==> run_1/final_congestion.png <==
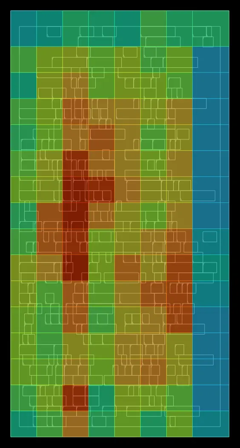
==> run_1/wire_density.png <==
(4 px per um) The die is cut into 12 by 23 equal tiles; white is low, dark blue is high, scaled to the fullest tile. Values are wire area over tile area, all layers added.
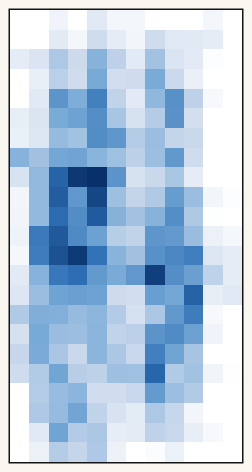
==> run_1/zoom.png <==
Window x 14 to 44, y 19 to 49 um. Cells in grey, sequential cells in the stronger grey; small squares are vias.
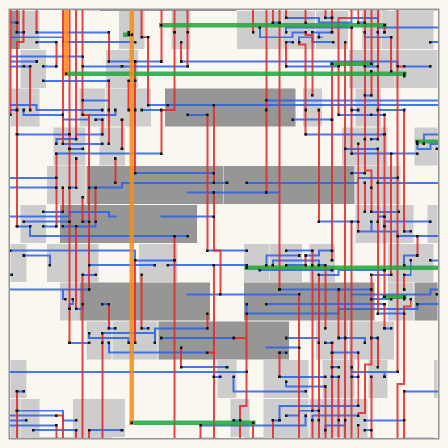
==> run_1/clock_map.png <==
(4 px per um)
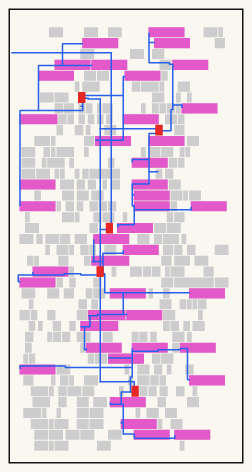
==> config.mk <==
export PLATFORM = sky130hd
export DESIGN_NAME = traffic_phase_ctrl_flat
export DESIGN_NICKNAME = d
export VERILOG_FILES = /design/src/rtl/traffic_phase_ctrl_if.sv /design/src/rtl/traffic_phase_ctrl.sv /design/src/flat_wrapper.sv
export SDC_FILE = /design/constraint.sdc
export NUM_CORES = 1
export LEC_CHECK = 0
export CAP_MARGIN = 20
export CORE_AREA = 2 2 56 111
export CTS_BUF_LIST = sky130_fd_sc_hd__clkbuf_2
export CTS_CLUSTER_DIAMETER = 150
export DETAILED_ROUTE_END_ITERATION = 10
export DIE_AREA = 0 0 58 113
export PLACE_DENSITY = 0.64
export SLEW_MARGIN = 20
export SYNTH_ARGS = -nofsm -noshare
export SYNTH_HDL_FRONTEND = slang
export SYNTH_SLANG_ARGS = --single-unit
==> constraint.sdc <==
create_clock -name sys_clk -period 6 [get_ports sys_clk]
set_input_delay 1.2 -clock sys_clk [delete_from_list [all_inputs] [get_ports sys_clk]]
set_output_delay 1.2 -clock sys_clk [all_outputs]
set_load 0.01 [all_outputs]
==> results.json, run 1 <==
{
  "cts.sinks": 41,
  "grt_start_max_net_pins": 42,
  "p_sw_frac": 0.2922,
  "r2r_setup_slack_ns": 3.36,
  "internal_power_mw": 0.3517,
  "path_depth": 4,
  "cts_resized": 0,
  "cp.buffers_inverters": 1,
  "syn2layout_area_growth_pct": 16.08,
  "io_pins": 31,
  "dp_hpwl_um": 4590,
  "max_slew_margin": 0.3967,
  "simple_gate_share": 0.3015,
  "min_path_type": "reg -> reg",
  "grt_overflow": 0,
  "path_class": "reg -> out",
  "die_height_um": 113,
  "cts_buffer_depth": 2,
  "reg2reg_depth": 5,
  "cts_root_buf": "clkbuf_2",
  "n_fill_cell": 544,
  "syn-cell-area_sq_um": 2506,
  "firstDrtPassIters": 4,
  "tns_ns": 0,
  "status": "finished clean",
  "edf_count": 0,
  "grt_pass1_vias": 2103,
  "path_delay_family": "simple AND/OR/NAND/NOR gates",
  "yosys_warnings": 0,
  "drc": 0,
  "n_antenna_cell": 0,
  "ys_chip_area_sq_um": 2506,
  "final_nets": 314,
  "largest_register_ff_count": 26,
  "cap_violations": 0,
  "critPathMaxFanout": 5,
  "core_sq_um": 5660,
  "worst_pin_slew_ns": 0.9031,
  "avgViaCountPerCell": 5.981,
  "die_x_um": 58,
  "regArea_sq_um": 1031,
  "fmax_ghz": 0.2529,
  "ys_top_logic_family": "simple AND/OR/NAND/NOR gates",
  "cp.required_ns": 4.80,
  "cts_tree": "built",
  "pwr-share-seq": 0.596,
  "yosys.area_share.adder": 0.03495,
  "endpoint_kind": "output pin",
  "gp_congestion": 0.9240,
  "irDropWorstVdd_v": 0.0001107,
  "max_stage_delay_ns": 0.57,
  "xor_area_frac": 0.08737,
  "hold_ws_ns": 0.4998,
  "die_area_sq_um": 6554,
  "synth_cell_types": 54,
  "drt_iter0_markers": 72,
  "synthCells": 271,
  "fp_nets": 283,
  "setup_viol": 0,
  "htreeDepth": 2,
  "antenna_found_initial": 0,
  "warnings": 30,
  "fp_util": 0.4427,
  "worstPathCellList": "or4b_1, or4_4, nor3_2, clkdlybuf4s50_1",
  "combinationalPowerShare": 0.159,
  "avgSynthCellArea_sq_um": 9.248,
  "grt_pass1_wl_um": 10320,
  "std_cell_rows": 39,
  "slew_viol_final": 0,
  "synthArstFlopShare": 1.000,
  "aoi_share": 0.1278
}
Back to the opening pictures, final_congestion.png:
grt met3 use: 0.03086
WL per Instance: 16.93 um
total track usage: 0.2057
Finished Core Util: 0.5139
grt met1 use: 0.2252

Back to the opening pictures, wire_density.png:
The mean over all tiles is 0.15. 23% of the tiles are over half the peak. The fullest tile reaches 0.49.
Vias: 2177
routed wire length: 6162 um

Back to the opening pictures, zoom.png:
met1: in blue. met3: in green. met4: in orange. met2: in red.
55 logic cells have their middle in the window. Sequential cells in the window: 7.

Back to the opening pictures, clock_map.png:
flip-flops: in magenta, count 41. clock wires: in blue, length 581 um. cells driving clock nets: in red, count 5.
Position of the flops: widely spread. There are 6 routed clock nets.
clock share of power: 0.245
clock skew: 0.01270 ns
Latency at later pin: 0.41 ns

## run 1: stage by stage
step	util	instance area (sq um)	std cells	setup slack (ns)	total power, mW
finish	0.5139	2909	364	2.046	0.4968
global route	0.5139	2909	364	1.931	0.5247
CTS	0.5139	2909	364	2.009	0.5047
detailed placement	0.5071	2870	356	2.529	0.3794
floorplan	-	2506	271	2.656	0.3474
global placement	0.5071	2870	356	2.547	0.3789
## run 1: metal layers
metal	vias up	wire length, um	GRT usage
met5	-	0	0
met4	0	139	0.08682
met3	11	216	0.03086
met2	52	3455	0.3780
met1	1067	2350	0.2252
li1	1047	-	-
## run 1: power groups by stage
| stage | Combinational, mW | Sequential, mW | Clock, mW |
|---|---|---|---|
| after CTS | 0.0794 | 0.296 | 0.129 |
| final | 0.0788 | 0.296 | 0.122 |
| after global routing | 0.0872 | 0.297 | 0.140 |
| after detailed placement | 0.0787 | 0.301 | 0 |
| after floorplan | 0.0510 | 0.296 | 0 |
| after global placement | 0.0784 | 0.301 | 0 |
## run 1: cells by family (layout without fill, tap and decap cells)
| family | after synthesis | after routing |
|---|---|---|
| xor gates and xnor gates | 25 | 25 |
| adders and majority gates | 7 | 7 |
| AOI/OAI and AO/OA | 43 | 43 |
| DFF | 41 | 41 |
| muxes | 3 | 3 |
| and+or+nand+nor | 136 | 136 |
| buffers and inverters | 16 | 48 |
## run 1: cell type report
type	count	share of cell area
clock buffer	7	0.01204
clock inverter	1	0.001290
inverter	7	0.009032
multi-input combinational	214	0.4860
sequential	41	0.3544
tap	61	0.02624
timing repair buffer	33	0.1110
## run 1: synthesized netlist by cell type (all sizes together), types with 8 or more instances
| master | n | area, sq um |
|---|---|---|
| nand2 | 18 | 70.07 |
| nand4 | 14 | 87.58 |
| nor2 | 34 | 127.6 |
| xor2 | 14 | 122.6 |
| clkbuf | 8 | 30.03 |
| and3 | 10 | 62.56 |
| dfrtp | 37 | 925.9 |
| xnor2 | 11 | 96.34 |
| nand3 | 17 | 85.08 |
| o21ai | 13 | 65.06 |
--- run 2 (diff from run 1) ---
PLACE_DENSITY = 0.67   (was 0.64)
clock period = 3.6 ns   (was 6 ns; I/O delays follow)
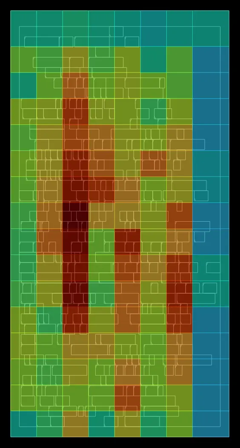
(run_2/final_congestion.png)
GRT busiest layer: met2
grt met3 use: 0.02629

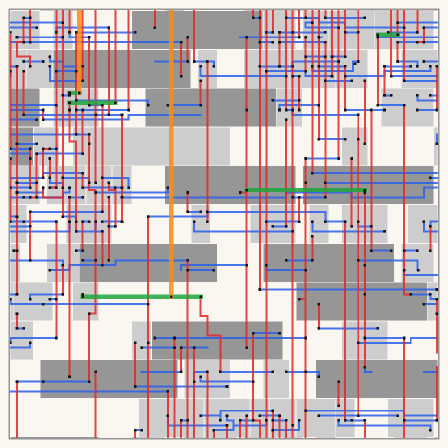
(run_2/zoom.png)
Window x 14 to 44, y 19 to 49 um. Cells in grey, sequential cells in the stronger grey; small squares are vias.
met4: in orange. met2: in red. met1: in blue. met3: in green.
58 logic cells have their middle in the window. Most frequent: dfrtp_1 (8), nor2_1 (6), xor2_1 (5). Sequential cells in the window: 11.

==> results.json, run 2 <==
{
  "top_area_cell": "dfrtp_1",
  "topCellsByArea": "dfrtp_1 37%, nor2_1 5.1%, xor2_1 4.9%, dfstp_2 4.2%, xnor2_1 3.8%",
  "setup_viol": 0,
  "status": "finished clean",
  "avgViaCountPerCell": 6.022,
  "irDropWorstVdd_v": 0.0002380,
  "combinationalPowerShare": 0.147,
  "avgSynthCellArea_sq_um": 9.248,
  "clk_latency_ns": 0.42,
  "synthCells": 271,
  "endpoint_kind": "output pin",
  "routed-wl-met2_um": 3590,
  "min_path_type": "reg -> reg",
  "instances_no_fill": 370,
  "fmax_ghz": 0.2896,
  "clockPowerShare": 0.304,
  "std_cell_rows": 39,
  "die_x_um": 58,
  "largest_register_ff_count": 26,
  "skew_ns": 0.02455,
  "tns_ns": 0,
  "grt_pass1_wl_um": 10250,
  "core_sq_um": 5660,
  "slew_viol_final": 0,
  "syn-cell-area_sq_um": 2506,
  "reg2reg_depth": 5,
  "cp.required_ns": 2.88,
  "path_depth": 4,
  "firstDrtPassIters": 4,
  "grt_overflow": 0,
  "worst_pin_slew_ns": 0.6842,
  "max_stage_delay_ns": 0.56,
  "htreeDepth": 2,
  "r2r_setup_slack_ns": 0.96,
  "antenna_found_initial": 0,
  "num_vias": 2228,
  "grt.total_usage": 0.2017,
  "n_fill_cell": 529,
  "io_pins": 31,
  "path_class": "reg -> out",
  "wirelength_met1_um": 2336,
  "grt_start_max_net_pins": 42,
  "drt_iter0_markers": 65,
  "cts_root_buf": "clkbuf_2",
  "dp_cells": 360,
  "die_height_um": 113,
  "wl_per_cell_um": 16.79,
  "synthArstFlopShare": 1.000,
  "yosys_warnings": 0,
  "top_cells_by_count": "37 x dfrtp_1, 34 x nor2_1, 17 x nand2_1, 17 x nand3_1",
  "drive_gt1_frac": 0.1197,
  "p_sw_frac": 0.2785,
  "edf_count": 0,
  "cts_buffer_depth": 2,
  "final_nets": 320,
  "fp_nets": 283,
  "synth_cell_types": 54,
  "top_cell": "dfrtp_1",
  "hold_ws_ns": 0.5133,
  "ys_chip_area_sq_um": 2506,
  "worstPathCellList": "or4b_1, or4_4, nor3_2, clkdlybuf4s50_1",
  "grt_pass1_vias": 2241,
  "net-switching-power_mw": 0.2512,
  "cp.buffers_inverters": 1,
  "top_area_frac": 0.3694,
  "max_slew_margin": 0.5321,
  "warnings": 30,
  "cts.sinks": 41,
  "n_antenna_cell": 0,
  "routed_wl_um": 6214,
  "path_delay_family": "simple AND/OR/NAND/NOR gates",
  "highest_layer": "met4",
  "syn2layout_area_growth_pct": 18.97,
  "cap_violations": 0,
  "gp_congestion": 0.8930,
  "fp_util": 0.4427,
  "cts_tree": "built",
  "internal_power_mw": 0.6508,
  "regArea_sq_um": 1031,
  "pwr-share-seq": 0.548,
  "dp_hpwl_um": 4695,
  "path_clk_slew_ns": 0.22,
  "die_area_sq_um": 6554,
  "drc": 0,
  "ys_seq_frac": 0.4114,
  "wl_met3_um": 165,
  "critPathMaxFanout": 5,
  "cts_resized": 0,
  "leakage_nw": 1.274
}
run 2: routing by layer:
| layer | global-route usage | vias up |
|---|---|---|
| met3 | 0.02629 | 7 |
| met4 | 0.1008 | 0 |
| met5 | 0 | - |
| met1 | 0.2081 | 1105 |
| li1 | - | 1066 |
| met2 | 0.3788 | 50 |
run 2: final cells by class:
class,instances,share of cell area
repair buffers,39,0.1234
inverters,7,0.008812
flip-flops and latches,41,0.3458
multi-input cells,214,0.4742
clock inverters,3,0.01385
clock buffers,5,0.008393
well taps,61,0.02560
run 2: logic make-up after synthesis:
group,synth area share
flops,0.4114
xor+xnor,0.08737
mux,0.01248
fa+ha+maj,0.03495
simple gates,0.3015
compound gates,0.1278
buf+inv,0.02446
run 2: through the flow:
stage | power (mW) | setup slack [ns] | instance area [sq um] | utilization
after floorplan | 0.5790 | 0.7357 | 2506 | -
after global routing | 0.9388 | 0.008299 | 2982 | 0.5267
after CTS | 0.9077 | 0.08163 | 2967 | 0.5241
after global placement | 0.6340 | 0.6361 | 2900 | 0.5124
final | 0.9019 | 0.1472 | 2982 | 0.5267
after detailed placement | 0.6346 | 0.6080 | 2900 | 0.5124
run 2: power by group through the flow:
stage / logic (mW) / registers, mW / clock network, mW
finish: 0.133 / 0.494 / 0.275
CTS: 0.134 / 0.494 / 0.280
detailed placement: 0.133 / 0.501 / 0
global route: 0.146 / 0.496 / 0.297
floorplan: 0.0850 / 0.494 / 0
global placement: 0.132 / 0.502 / 0
Power and IR drop assume default switching activity.
